**src/rtl/axi_bridge_pkg.sv**
```systemverilog
// Shared types and constants for the core-side AXI memory bridge.
// Holds FSM states, AXI response codes, client IDs and default widths.
package axi_bridge_pkg;
  localparam int AXI_ADDR_W = 32;
  localparam int AXI_DATA_W = 64;

  typedef enum logic [2:0] {
    IDLE,
    RD_ADDR,
    RD_DATA,
    WR_REQ,
    WR_RESP
  } state_t;

  typedef enum logic {
    IF = 1'b0,
    LS = 1'b1
  } client_t;

  localparam logic [1:0] OKAY   = 2'b00;
  localparam logic [1:0] EXOKAY = 2'b01;
  localparam logic [1:0] SLVERR = 2'b10;
  localparam logic [1:0] DECERR = 2'b11;
endpackage

```
**src/rtl/axi_mem_bridge_if.sv**
```systemverilog
// AXI single-beat channel bundle between the bridge and the SRAM slave.
// Modports are from the master and slave points of view.
interface axi_mem_bridge_if
  import axi_bridge_pkg::*;
#(
  parameter int ADDR_W = AXI_ADDR_W,
  parameter int DATA_W = AXI_DATA_W
);
  logic [ADDR_W-1:0]   araddr;
  logic                arvalid;
  logic                arready;
  logic [DATA_W-1:0]   rdata;
  logic [1:0]          rresp;
  logic                rvalid;
  logic                rready;
  logic [ADDR_W-1:0]   awaddr;
  logic                awvalid;
  logic                awready;
  logic [DATA_W-1:0]   wdata;
  logic [DATA_W/8-1:0] wstrb;
  logic                wvalid;
  logic                wready;
  logic [1:0]          bresp;
  logic                bvalid;
  logic                bready;

  modport master (
    output araddr, arvalid,
    input  arready,
    input  rdata, rresp, rvalid,
    output rready,
    output awaddr, awvalid,
    input  awready,
    output wdata, wstrb, wvalid,
    input  wready,
    input  bresp, bvalid,
    output bready
  );

  modport slave (
    input  araddr, arvalid,
    output arready,
    output rdata, rresp, rvalid,
    input  rready,
    input  awaddr, awvalid,
    output awready,
    input  wdata, wstrb, wvalid,
    output wready,
    output bresp, bvalid,
    input  bready
  );
endinterface

```
**src/rtl/axi_bridge_arb.sv**
```systemverilog
// IF/LS grant logic; ARB_RR_EN selects round-robin, else LS over IF.
// The pointer register exists only in the round-robin build.
module axi_bridge_arb
  import axi_bridge_pkg::*;
(
  input  logic aclk,
  input  logic aresetn,
  input  logic idle,
  input  logic if_req,
  input  logic ls_req,
  output logic if_gnt,
  output logic ls_gnt
);
`ifdef ARB_RR_EN
  client_t ptr_q;

  always_comb begin
    if_gnt = 1'b0;
    ls_gnt = 1'b0;
    if (idle) begin
      unique case (1'b1)
        (if_req && !ls_req): if_gnt = 1'b1;
        (ls_req && !if_req): ls_gnt = 1'b1;
        (if_req && ls_req): begin
          if_gnt = (ptr_q == IF);
          ls_gnt = (ptr_q == LS);
        end
        default: ;
      endcase
    end
  end

  // Priority passes to the other client after every grant
  always_ff @(posedge aclk or negedge aresetn) begin
    if (!aresetn) begin
      ptr_q <= IF;
    end else if (if_gnt) begin
      ptr_q <= LS;
    end else if (ls_gnt) begin
      ptr_q <= IF;
    end
  end
`else
  logic unused_clk_rst;
  assign unused_clk_rst = aclk ^ aresetn;

  always_comb begin
    ls_gnt = idle && ls_req;
    if_gnt = idle && if_req && !ls_req;
  end
`endif
endmodule

```
**src/rtl/axi_mem_bridge.sv**
```systemverilog
// IF/LS to single-beat AXI master bridge, one transaction in flight.
// Optional macro ARB_RR_EN enables round-robin arbitration.
module axi_mem_bridge
  import axi_bridge_pkg::*;
#(
  parameter int ADDR_W = AXI_ADDR_W,
  parameter int DATA_W = AXI_DATA_W
) (
  input  logic                aclk,
  input  logic                aresetn,
  input  logic                if_req,
  input  logic [ADDR_W-1:0]   if_addr,
  output logic                if_ready,
  output logic                if_rvalid,
  output logic [DATA_W-1:0]   if_rdata,
  output logic                if_err,
  input  logic                ls_req,
  input  logic                ls_we,
  input  logic [ADDR_W-1:0]   ls_addr,
  input  logic [DATA_W-1:0]   ls_wdata,
  input  logic [DATA_W/8-1:0] ls_wstrb,
  output logic                ls_ready,
  output logic                ls_rvalid,
  output logic [DATA_W-1:0]   ls_rdata,
  output logic                ls_err,
  axi_mem_bridge_if.master    m
);
  state_t              state_q, state_d;
  client_t             owner_q;
  logic [ADDR_W-1:0]   addr_q;
  logic [DATA_W-1:0]   wdata_q;
  logic [DATA_W/8-1:0] wstrb_q;
  logic                aw_done_q, w_done_q;
  logic                if_gnt, ls_gnt;
  logic                aw_fire, w_fire;
  logic                rd_done, wr_done;

  axi_bridge_arb u_arb (
    .aclk    (aclk),
    .aresetn (aresetn),
    .idle    (state_q == IDLE),
    .if_req  (if_req),
    .ls_req  (ls_req),
    .if_gnt  (if_gnt),
    .ls_gnt  (ls_gnt)
  );

  assign m.araddr = addr_q;
  assign m.awaddr = addr_q;
  assign m.wdata  = wdata_q;
  assign m.wstrb  = wstrb_q;

  assign aw_fire = (state_q == WR_REQ) && !aw_done_q && m.awready;
  assign w_fire  = (state_q == WR_REQ) && !w_done_q && m.wready;
  assign rd_done = (state_q == RD_DATA) && m.rvalid;
  assign wr_done = (state_q == WR_RESP) && m.bvalid;

  always_ff @(posedge aclk or negedge aresetn) begin
    if (!aresetn) begin
      state_q <= IDLE;
    end else begin
      state_q <= state_d;
    end
  end

  always_comb begin
    state_d   = state_q;
    if_ready  = 1'b0;
    ls_ready  = 1'b0;
    m.arvalid = 1'b0;
    m.rready  = 1'b0;
    m.awvalid = 1'b0;
    m.wvalid  = 1'b0;
    m.bready  = 1'b0;
    unique case (state_q)
      IDLE: begin
        if_ready = if_gnt;
        ls_ready = ls_gnt;
        if (ls_gnt) begin
          state_d = ls_we ? WR_REQ : RD_ADDR;
        end else if (if_gnt) begin
          state_d = RD_ADDR;
        end
      end
      RD_ADDR: begin
        m.arvalid = 1'b1;
        if (m.arready) state_d = RD_DATA;
      end
      RD_DATA: begin
        m.rready = 1'b1;
        if (m.rvalid) state_d = IDLE;
      end
      WR_REQ: begin
        // Both channels start together; each drops after its own ready
        m.awvalid = !aw_done_q;
        m.wvalid  = !w_done_q;
        if ((aw_done_q || aw_fire) && (w_done_q || w_fire)) begin
          state_d = WR_RESP;
        end
      end
      WR_RESP: begin
        m.bready = 1'b1;
        if (m.bvalid) state_d = IDLE;
      end
      default: state_d = IDLE;
    endcase
  end

  always_ff @(posedge aclk or negedge aresetn) begin
    if (!aresetn) begin
      owner_q   <= IF;
      addr_q    <= '0;
      wdata_q   <= '0;
      wstrb_q   <= '0;
      aw_done_q <= 1'b0;
      w_done_q  <= 1'b0;
      if_rvalid <= 1'b0;
      if_rdata  <= '0;
      if_err    <= 1'b0;
      ls_rvalid <= 1'b0;
      ls_rdata  <= '0;
      ls_err    <= 1'b0;
    end else begin
      if_rvalid <= 1'b0;
      ls_rvalid <= 1'b0;
      if (ls_ready) begin
        owner_q   <= LS;
        addr_q    <= ls_addr;
        wdata_q   <= ls_wdata;
        wstrb_q   <= ls_wstrb;
        aw_done_q <= 1'b0;
        w_done_q  <= 1'b0;
      end else if (if_ready) begin
        owner_q <= IF;
        addr_q  <= if_addr;
      end
      if (aw_fire) aw_done_q <= 1'b1;
      if (w_fire)  w_done_q  <= 1'b1;
      if (rd_done && owner_q == LS) begin
        ls_rvalid <= 1'b1;
        ls_rdata  <= m.rdata;
        ls_err    <= (m.rresp != OKAY);
      end
      if (rd_done && owner_q == IF) begin
        if_rvalid <= 1'b1;
        if_rdata  <= m.rdata;
        if_err    <= (m.rresp != OKAY);
      end
      if (wr_done) begin
        ls_rvalid <= 1'b1;
        ls_rdata  <= '0;
        ls_err    <= (m.bresp != OKAY);
      end
    end
  end
endmodule

```
**src/flat_wrapper.sv**
```systemverilog
// flat-port wrapper written by rule: the top's interface ports become plain ports
module axi_mem_bridge_flat import axi_bridge_pkg::*;
#(
  parameter int ADDR_W = AXI_ADDR_W,
  parameter int DATA_W = AXI_DATA_W
)
  (aclk, aresetn, if_req, if_addr, if_ready, if_rvalid, if_rdata, if_err, ls_req, ls_we, ls_addr, ls_wdata, ls_wstrb, ls_ready, ls_rvalid, ls_rdata, ls_err, m_araddr, m_arvalid, m_arready, m_rdata, m_rresp, m_rvalid, m_rready, m_awaddr, m_awvalid, m_awready, m_wdata, m_wstrb, m_wvalid, m_wready, m_bresp, m_bvalid, m_bready);
  axi_mem_bridge_if #(.ADDR_W(ADDR_W), .DATA_W(DATA_W)) m_i ();
  input  logic aclk;
  input  logic aresetn;
  input  logic if_req;
  input  logic [ADDR_W-1:0] if_addr;
  output logic if_ready;
  output logic if_rvalid;
  output logic [DATA_W-1:0] if_rdata;
  output logic if_err;
  input  logic ls_req;
  input  logic ls_we;
  input  logic [ADDR_W-1:0] ls_addr;
  input  logic [DATA_W-1:0] ls_wdata;
  input  logic [DATA_W/8-1:0] ls_wstrb;
  output logic ls_ready;
  output logic ls_rvalid;
  output logic [DATA_W-1:0] ls_rdata;
  output logic ls_err;
  output wire logic [$bits(m_i.araddr)-1:0] m_araddr;
  output wire logic [$bits(m_i.arvalid)-1:0] m_arvalid;
  input wire logic [$bits(m_i.arready)-1:0] m_arready;
  input wire logic [$bits(m_i.rdata)-1:0] m_rdata;
  input wire logic [$bits(m_i.rresp)-1:0] m_rresp;
  input wire logic [$bits(m_i.rvalid)-1:0] m_rvalid;
  output wire logic [$bits(m_i.rready)-1:0] m_rready;
  output wire logic [$bits(m_i.awaddr)-1:0] m_awaddr;
  output wire logic [$bits(m_i.awvalid)-1:0] m_awvalid;
  input wire logic [$bits(m_i.awready)-1:0] m_awready;
  output wire logic [$bits(m_i.wdata)-1:0] m_wdata;
  output wire logic [$bits(m_i.wstrb)-1:0] m_wstrb;
  output wire logic [$bits(m_i.wvalid)-1:0] m_wvalid;
  input wire logic [$bits(m_i.wready)-1:0] m_wready;
  input wire logic [$bits(m_i.bresp)-1:0] m_bresp;
  input wire logic [$bits(m_i.bvalid)-1:0] m_bvalid;
  output wire logic [$bits(m_i.bready)-1:0] m_bready;
  assign m_araddr = m_i.araddr;
  assign m_arvalid = m_i.arvalid;
  assign m_i.arready = m_arready;
  assign m_i.rdata = m_rdata;
  assign m_i.rresp = m_rresp;
  assign m_i.rvalid = m_rvalid;
  assign m_rready = m_i.rready;
  assign m_awaddr = m_i.awaddr;
  assign m_awvalid = m_i.awvalid;
  assign m_i.awready = m_awready;
  assign m_wdata = m_i.wdata;
  assign m_wstrb = m_i.wstrb;
  assign m_wvalid = m_i.wvalid;
  assign m_i.wready = m_wready;
  assign m_i.bresp = m_bresp;
  assign m_i.bvalid = m_bvalid;
  assign m_bready = m_i.bready;
  axi_mem_bridge #(.ADDR_W(ADDR_W), .DATA_W(DATA_W)) u_core (.aclk(aclk), .aresetn(aresetn), .if_req(if_req), .if_addr(if_addr), .if_ready(if_ready), .if_rvalid(if_rvalid), .if_rdata(if_rdata), .if_err(if_err), .ls_req(ls_req), .ls_we(ls_we), .ls_addr(ls_addr), .ls_wdata(ls_wdata), .ls_wstrb(ls_wstrb), .ls_ready(ls_ready), .ls_rvalid(ls_rvalid), .ls_rdata(ls_rdata), .ls_err(ls_err), .m(m_i));
endmodule
```
**config.mk**
```make
export PLATFORM = sky130hd
export DESIGN_NAME = axi_mem_bridge_flat
export DESIGN_NICKNAME = d
export VERILOG_FILES = /design/src/rtl/axi_bridge_pkg.sv /design/src/rtl/axi_mem_bridge_if.sv /design/src/rtl/axi_bridge_arb.sv /design/src/rtl/axi_mem_bridge.sv /design/src/flat_wrapper.sv
export SDC_FILE = /design/constraint.sdc
export NUM_CORES = 1
export LEC_CHECK = 0
export ABC_AREA = 1
export ABC_CLOCK_PERIOD_IN_PS = 4600
export CORE_AREA = 5 5 185 187
export CTS_BUF_LIST = sky130_fd_sc_hd__clkbuf_4 sky130_fd_sc_hd__clkbuf_8 sky130_fd_sc_hd__clkbuf_16
export DETAILED_ROUTE_END_ITERATION = 12
export DIE_AREA = 0 0 190 192
export PLACE_DENSITY_LB_ADDON = 0.1
export SYNTH_ARGS = -nofsm -noshare
export SYNTH_HDL_FRONTEND = slang
export SYNTH_HIERARCHICAL = 1
export SYNTH_SLANG_ARGS = --single-unit
```
**constraint.sdc**
```tcl
create_clock -name aclk -period 4.6 [get_ports aclk]
set_clock_uncertainty 0.05 [all_clocks]
set_input_delay 0.46 -clock aclk [delete_from_list [all_inputs] [get_ports aclk]]
set_output_delay 0.46 -clock aclk [all_outputs]
set_load 0.01 [all_outputs]
```
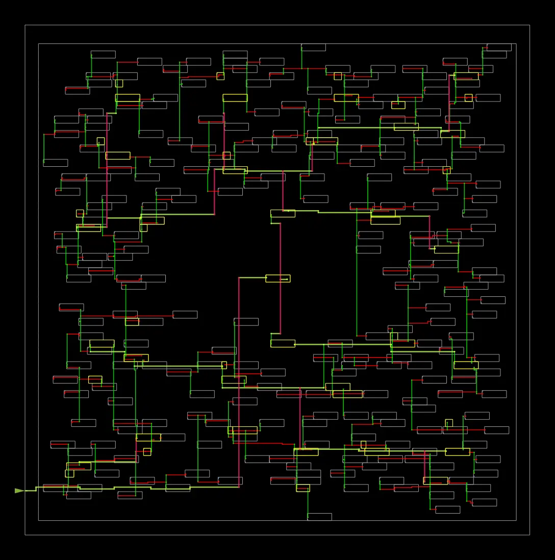
run_1/final_clocks.png
clock latency reported for the late side of the worst-skew pair: 0.53 ns
count of clock-net buffers in the final layout: 46
total number of sequential cells: 242
TritonCTS Buffers: 29
power drawn by the clock network: 2.28 mW

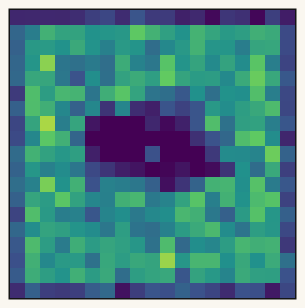
run_1/density.png
(1.5 px per um) 19 x 19 tiles, from dark purple (low) to yellow (high), 0 to 100% covered.
fullest tile: 87%
nearly empty tiles: 5.5%
mean over tiles: 42%
emptiest ninth of the die: middle
core area: 0.0323 mm2
final core utilization: 48.7%

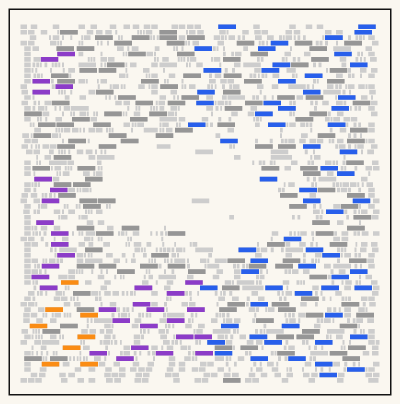
run_1/registers.png
(2 px per um) Other sequential cells in the stronger gray, the rest of the logic in the fainter gray.
| color | netlist name | sequential cells |
|---|---|---|
| blue | `u_core/if_rdata` | 64 |
| purple | `u_core/m.araddr` | 32 |
| orange | `u_core/m.wstrb` | 8 |
not colored: 138
seq pwr: 3.67 mW
share of the final layout cell area in sequential cells: 38.5%
area occupied by registers: 0.00606 mm2

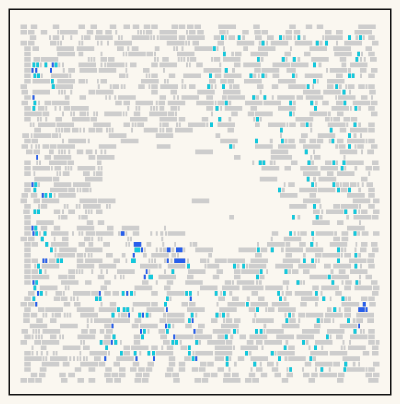
run_1/gate_families.png
(2 px per um)
| color | family | cells |
|---|---|---|
| blue | NOR gates | 46 |
| cyan | inverting AOI/OAI gates | 197 |
multi-input gate share of the layout cell area: 18.2%
Layout Cells excl Fill: 1,965

==> flow.log, run 1 <==
[flow] final metrics
[metrics] floorplan row count: 66
[metrics] power in combinational cells: 4.81 mW
[metrics] first-pass GRT wire length: 52,900 um
[metrics] pre-CTS WS: 1.66 ns
[metrics] aoi/oai-family share of the synthesized area: 10.2%
[metrics] min setup slack post-route: 1.29 ns
[metrics] root buffer cell: sky130_fd_sc_hd__clkbuf_16
[metrics] type of destination of the critical path: primary output
[metrics] class of the most critical hold timing path: input port to flip-flop
[metrics] met3 wire length: 3440 um
[metrics] average via count per standard cell: 4.38
[metrics] Post-Synth Adder-Cell Area: 0%
[metrics] most used standard cell by instance count after synthesis: sky130_fd_sc_hd__nand2_1
[metrics] Combinational Area: 0.00286 mm2
[metrics] clock input transition at the sequential cells of the worst setup and hold paths: 0.06 ns
[metrics] H-tree depth: 1
[metrics] CP max stage cell: sky130_fd_sc_hd__clkdlybuf4s50_1
[metrics] CP max FO: 19
[metrics] hold path endpoint: u_core/m.wdata[4]
[metrics] proportion of synthesized flip-flops having asynchronous set or reset: 100%
[metrics] number of port buffers: 488
[metrics] mux cell area share after synthesis: 0%
[metrics] Synth logic family: simple AND/OR/NAND/NOR gates
[metrics] Pwr per Cell Area: 684 mW/mm2
[metrics] final worst-path cycle share: 71.8%
[metrics] Static Leak: 7.31 nW
[metrics] cell chain of the critical path: nor2_2, nand2_1, inv_1, nand2_1, inv_1, inv_1, nor2_4, clkdlybuf4s50_1
[metrics] commonest cells after routing, fill and taps aside: 487 x sky130_fd_sc_hd__clkdlybuf4s50_1, 331 x sky130_fd_sc_hd__nand2_1, 242 x sky130_fd_sc_hd__dfrtp_1, 150 x sky130_fd_sc_hd__o21ai_1, 78 x sky130_fd_sc_hd__inv_1
[metrics] fraction of the yosys area taken by sequential cells: 61.9%
[metrics] area share, top type: 61.9%
[metrics] sum of negative setup slack: 0 ns
[metrics] final routed wire length divided by cell count: 17.8 um
[metrics] detailed placer's ending HPWL: 25,400 um
[metrics] result of the run: completed
[metrics] Via Count: 8,614
[metrics] Critical Path End: ls_ready
[metrics] Commonest Layout Cell: sky130_fd_sc_hd__clkdlybuf4s50_1
[metrics] most area-hungry cell type in the Yosys netlist: sky130_fd_sc_hd__dfrtp_1
[metrics] worst min-delay path startpoint: ls_wdata[4]
[metrics] CTS tree: built
[metrics] Pre-antenna DRT Iters: 5
[metrics] DR top layer: met5
[metrics] final setup violation count: 0
## run 1: area by class of cell
type                            instances  area share, %
Clock inverter                          6          0.533
Tap cell                              442           3.52
Timing Repair Buffer                  499           31.8
Multi-Input combinational cell        649           18.2
Antenna cell                            1         0.0159
Inverter                               80           1.91
Clock buffer                           46           5.58
Sequential cell                       242           38.5
## run 1: metrics by stage
step | util (%) | power (mW) | cells
5_1_grt | 48.7 | 11.5 | 1965
3_5_place_dp | 45.7 | 8.59 | 1911
2_1_floorplan | - | 5.78 | 1066
4_1_cts | 48.7 | 10.9 | 1964
6_report | 48.7 | 10.8 | 1965
3_3_place_gp | 45.7 | 8.53 | 1911
run_1/port_nets.png
(2 px per um)
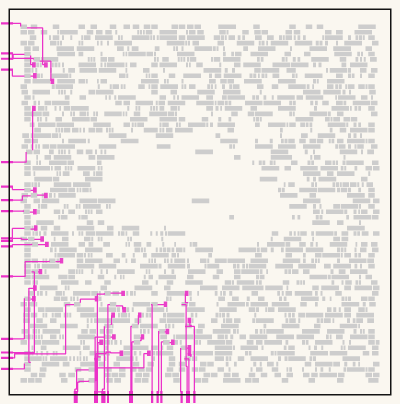

==> run 1 -> run 2 <==
--- a/config.mk
+++ b/config.mk
@@ -6,11 +6,11 @@
 export NUM_CORES = 1
 export LEC_CHECK = 0
 export ABC_AREA = 1
-export ABC_CLOCK_PERIOD_IN_PS = 4600
-export CORE_AREA = 5 5 185 187
+export ABC_CLOCK_PERIOD_IN_PS = 3120
+export CORE_AREA = 5 5 188 190
 export CTS_BUF_LIST = sky130_fd_sc_hd__clkbuf_4 sky130_fd_sc_hd__clkbuf_8 sky130_fd_sc_hd__clkbuf_16
 export DETAILED_ROUTE_END_ITERATION = 12
-export DIE_AREA = 0 0 190 192
+export DIE_AREA = 0 0 193 195
 export PLACE_DENSITY_LB_ADDON = 0.1
 export SYNTH_ARGS = -nofsm -noshare
 export SYNTH_HDL_FRONTEND = slang
==> constraint.sdc (replaced) <==
create_clock -name aclk -period 3.12 [get_ports aclk]
set_clock_uncertainty 0.05 [all_clocks]
set_input_delay 0.312 -clock aclk [delete_from_list [all_inputs] [get_ports aclk]]
set_output_delay 0.312 -clock aclk [all_outputs]
set_load 0.01 [all_outputs]
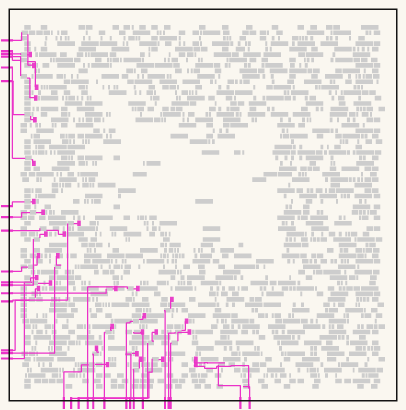
run_2/port_nets.png
(2 px per um)
| color | port | direction | end cells | buffers | wire |
|---|---|---|---|---|---|
| magenta | `if_addr` | input | 32 | 32 | 1,240 um |
count of pins on the block boundary: 489
number of port buffers: 488

==> run 2 against run 1 <==
Against the previous run:
- register-to-register slack worse by 0.86 ns
- largest cell class unchanged
- largest power group unchanged
- combinational power grew 48%
- total power up 47%
- cell count up 0.66%
- flip-flop count did not move
- via count grew 0.84%
==> flow.log, run 2 <==
[flow] final metrics
[metrics] Commonest Layout Cell: sky130_fd_sc_hd__clkdlybuf4s50_1
[metrics] final core utilization: 47.6% (-1.2 points)
[metrics] total power consumption of the routed design: 15.9 mW (+47%)
[metrics] type of destination of the critical path: primary output
[metrics] sum of negative setup slack: 0 ns (unchanged)
[metrics] min setup slack post-route: 0.254 ns (-1.04 ns)
[metrics] result of the run: completed
[metrics] CP max stage cell: sky130_fd_sc_hd__clkdlybuf4s50_1
[metrics] most area-hungry cell type in the Yosys netlist: sky130_fd_sc_hd__dfrtp_1
[metrics] CP max FO: 6 (-13)
[metrics] power drawn by the clock network: 3.31 mW (+45%)
[metrics] clock latency reported for the late side of the worst-skew pair: 0.54 ns (about the same)
[metrics] Pwr per Cell Area: 1000 mW/mm2 (+47%)
[metrics] proportion of synthesized flip-flops having asynchronous set or reset: 100% (unchanged)
[metrics] floorplan row count: 67 (+1.5%)
[metrics] most used standard cell by instance count after synthesis: sky130_fd_sc_hd__nand2_1
[metrics] H-tree depth: 1 (unchanged)
[metrics] final routed wire length divided by cell count: 18.2 um (+2.0%)
[metrics] average via count per standard cell: 4.39 (+0.17%)
[metrics] Combinational Area: 0.00286 mm2 (unchanged)
[metrics] root buffer cell: sky130_fd_sc_hd__clkbuf_16
[metrics] cell chain of the critical path: nor2_2, nand2_1, inv_1, nand2_1, inv_1, inv_1, nor2_4, clkdlybuf4s50_1
[metrics] detailed placer's ending HPWL: 26,200 um (+3.2%)
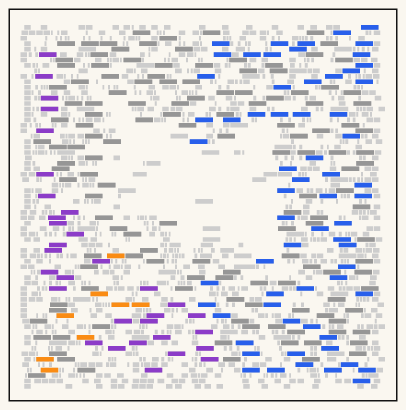
run_2/registers.png
(2 px per um) Other sequential cells in the stronger gray, the rest of the logic in the fainter gray.
| color | netlist name | sequential cells |
|---|---|---|
| purple | `u_core/m.araddr` | 32 |
| blue | `u_core/if_rdata` | 64 |
| orange | `u_core/m.wstrb` | 8 |
seq pwr: 5.41 mW
share of the final layout cell area in sequential cells: 38.3%

[run 2: cell counts after synthesis]
Identical to the previous run, type by type.
[run 2: cell families (layout without fill, tap and decap cells)]
logic type | after synthesis | count (layout) | share of synthesized area (%)
AOI/OAI and AO/OA | 197 | 197 | 10.2
and+or+nand+nor | 452 | 452 | 18.7
buffers and inverters | 175 | 635 | 9.21
DFF | 242 | 242 | 61.9
other | 0 | 4 | 0
[run 2: layout make-up]
type | instances | area share (%)
diodes | 4 | 0.0633
clock buffers | 43 | 5.61
clock inverters | 7 | 0.380
inverters | 80 | 1.90
multi-input cells | 649 | 18.1
flip-flops and latches | 242 | 38.3
well taps | 448 | 3.54
repair buffers | 505 | 32.2
run_2/final_clocks.png
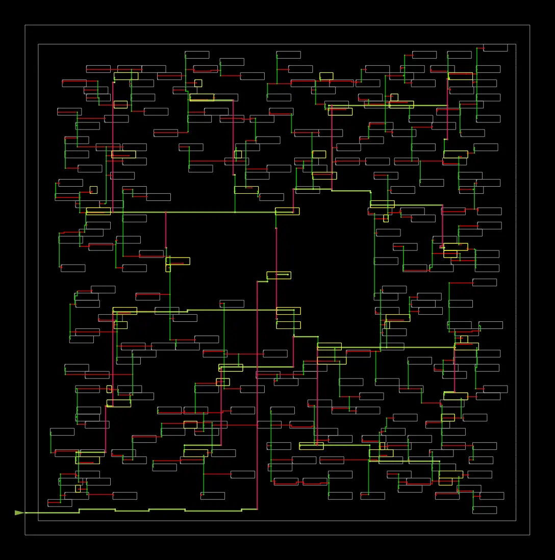

==> run 2 -> run 3 <==
--- a/config.mk
+++ b/config.mk
@@ -5,14 +5,14 @@
 export SDC_FILE = /design/constraint.sdc
 export NUM_CORES = 1
 export LEC_CHECK = 0
-export ABC_AREA = 1
 export ABC_CLOCK_PERIOD_IN_PS = 3120
-export CORE_AREA = 5 5 188 190
+export CORE_AREA = 5 5 187 189
 export CTS_BUF_LIST = sky130_fd_sc_hd__clkbuf_4 sky130_fd_sc_hd__clkbuf_8 sky130_fd_sc_hd__clkbuf_16
 export DETAILED_ROUTE_END_ITERATION = 12
-export DIE_AREA = 0 0 193 195
+export DIE_AREA = 0 0 192 194
 export PLACE_DENSITY_LB_ADDON = 0.1
 export SYNTH_ARGS = -nofsm -noshare
 export SYNTH_HDL_FRONTEND = slang
 export SYNTH_HIERARCHICAL = 1
 export SYNTH_SLANG_ARGS = --single-unit
+export TNS_END_PERCENT = 100
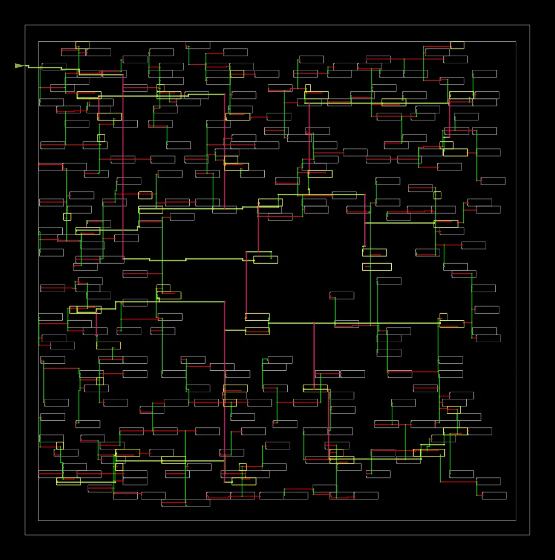
run_3/final_clocks.png
TritonCTS Buffers: 30
count of clock-net buffers in the final layout: 51
power drawn by the clock network: 3.52 mW

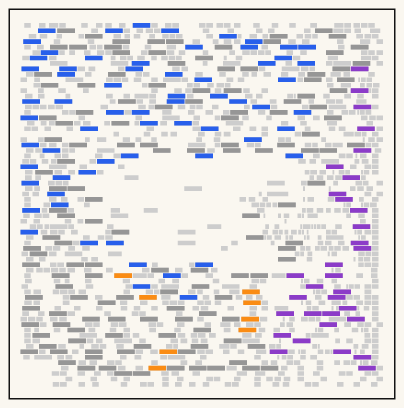
run_3/registers.png
(2 px per um) Other sequential cells in the stronger gray, the rest of the logic in the fainter gray.
| color | netlist name | sequential cells |
|---|---|---|
| blue | `u_core/if_rdata` | 64 |
| purple | `u_core/m.araddr` | 32 |
| orange | `u_core/m.wstrb` | 8 |
final core utilization: 48.1%
share of the final layout cell area in sequential cells: 38.0%
seq pwr: 5.54 mW

==> run 3 against run 2 <==
Against the previous run:
- core utilization is 0.54 points higher
- fmax is 3.7% lower
- clock power is 6.3% higher
- highest routed layer unchanged
==> flow.log, run 3 <==
[flow] final metrics
[metrics] result of the run: completed
[metrics] Largest cell class: registers
[metrics] average via count per standard cell: 4.66 (+6.1%)
[metrics] XOR Share, Synth: 0% (unchanged)
[metrics] number of port buffers: 488 (unchanged)
[metrics] root buffer cell: sky130_fd_sc_hd__clkbuf_16
[metrics] detailed placer's ending HPWL: 25,300 um (-3.4%)
[metrics] clock latency reported for the late side of the worst-skew pair: 0.54 ns (about the same)
[metrics] layout inverter count without the clock tree: 7 (-91%)
[metrics] multi-input gate share of the layout cell area: 19.5% (+1.4 points)
[metrics] Pwr per Cell Area: 1070 mW/mm2 (+6.5%)
[metrics] CP max FO: 21 (+15)
[metrics] clock network contribution to total cell area: 6.47% (+0.49 points)
[metrics] total number of sequential cells: 242 (unchanged)
[metrics] most used standard cell by instance count after synthesis: sky130_fd_sc_hd__dfrtp_1
[metrics] type of destination of the critical path: primary output
[metrics] Non-clock buffers: 508 (+0.59%)
[metrics] Synth Area in Simple Gates: 3.05% (-16 points)
[metrics] count of pins on the block boundary: 489 (unchanged)
[metrics] number of well taps: 448 (unchanged)
## run 3: critical path, cell delays in order (launching register included)
cell	delay (ns)
sky130_fd_sc_hd__dfrtp_1	0.37
sky130_fd_sc_hd__or3_1	0.43
sky130_fd_sc_hd__clkinv_4	0.11
sky130_fd_sc_hd__and2_2	0.24
sky130_fd_sc_hd__nand2_4	0.08
sky130_fd_sc_hd__inv_4	0.23
sky130_fd_sc_hd__clkdlybuf4s50_1	0.60
## run 3: per-stage QoR
stage / hold slack (ns) / total power [mW]
global route: 0.304 / 18.0
global placement: 0.312 / 13.6
floorplan: -0.0336 / 9.22
CTS: 0.290 / 17.3
finish: 0.322 / 17.0
detailed placement: 0.314 / 13.6
Power and IR drop assume default switching activity.
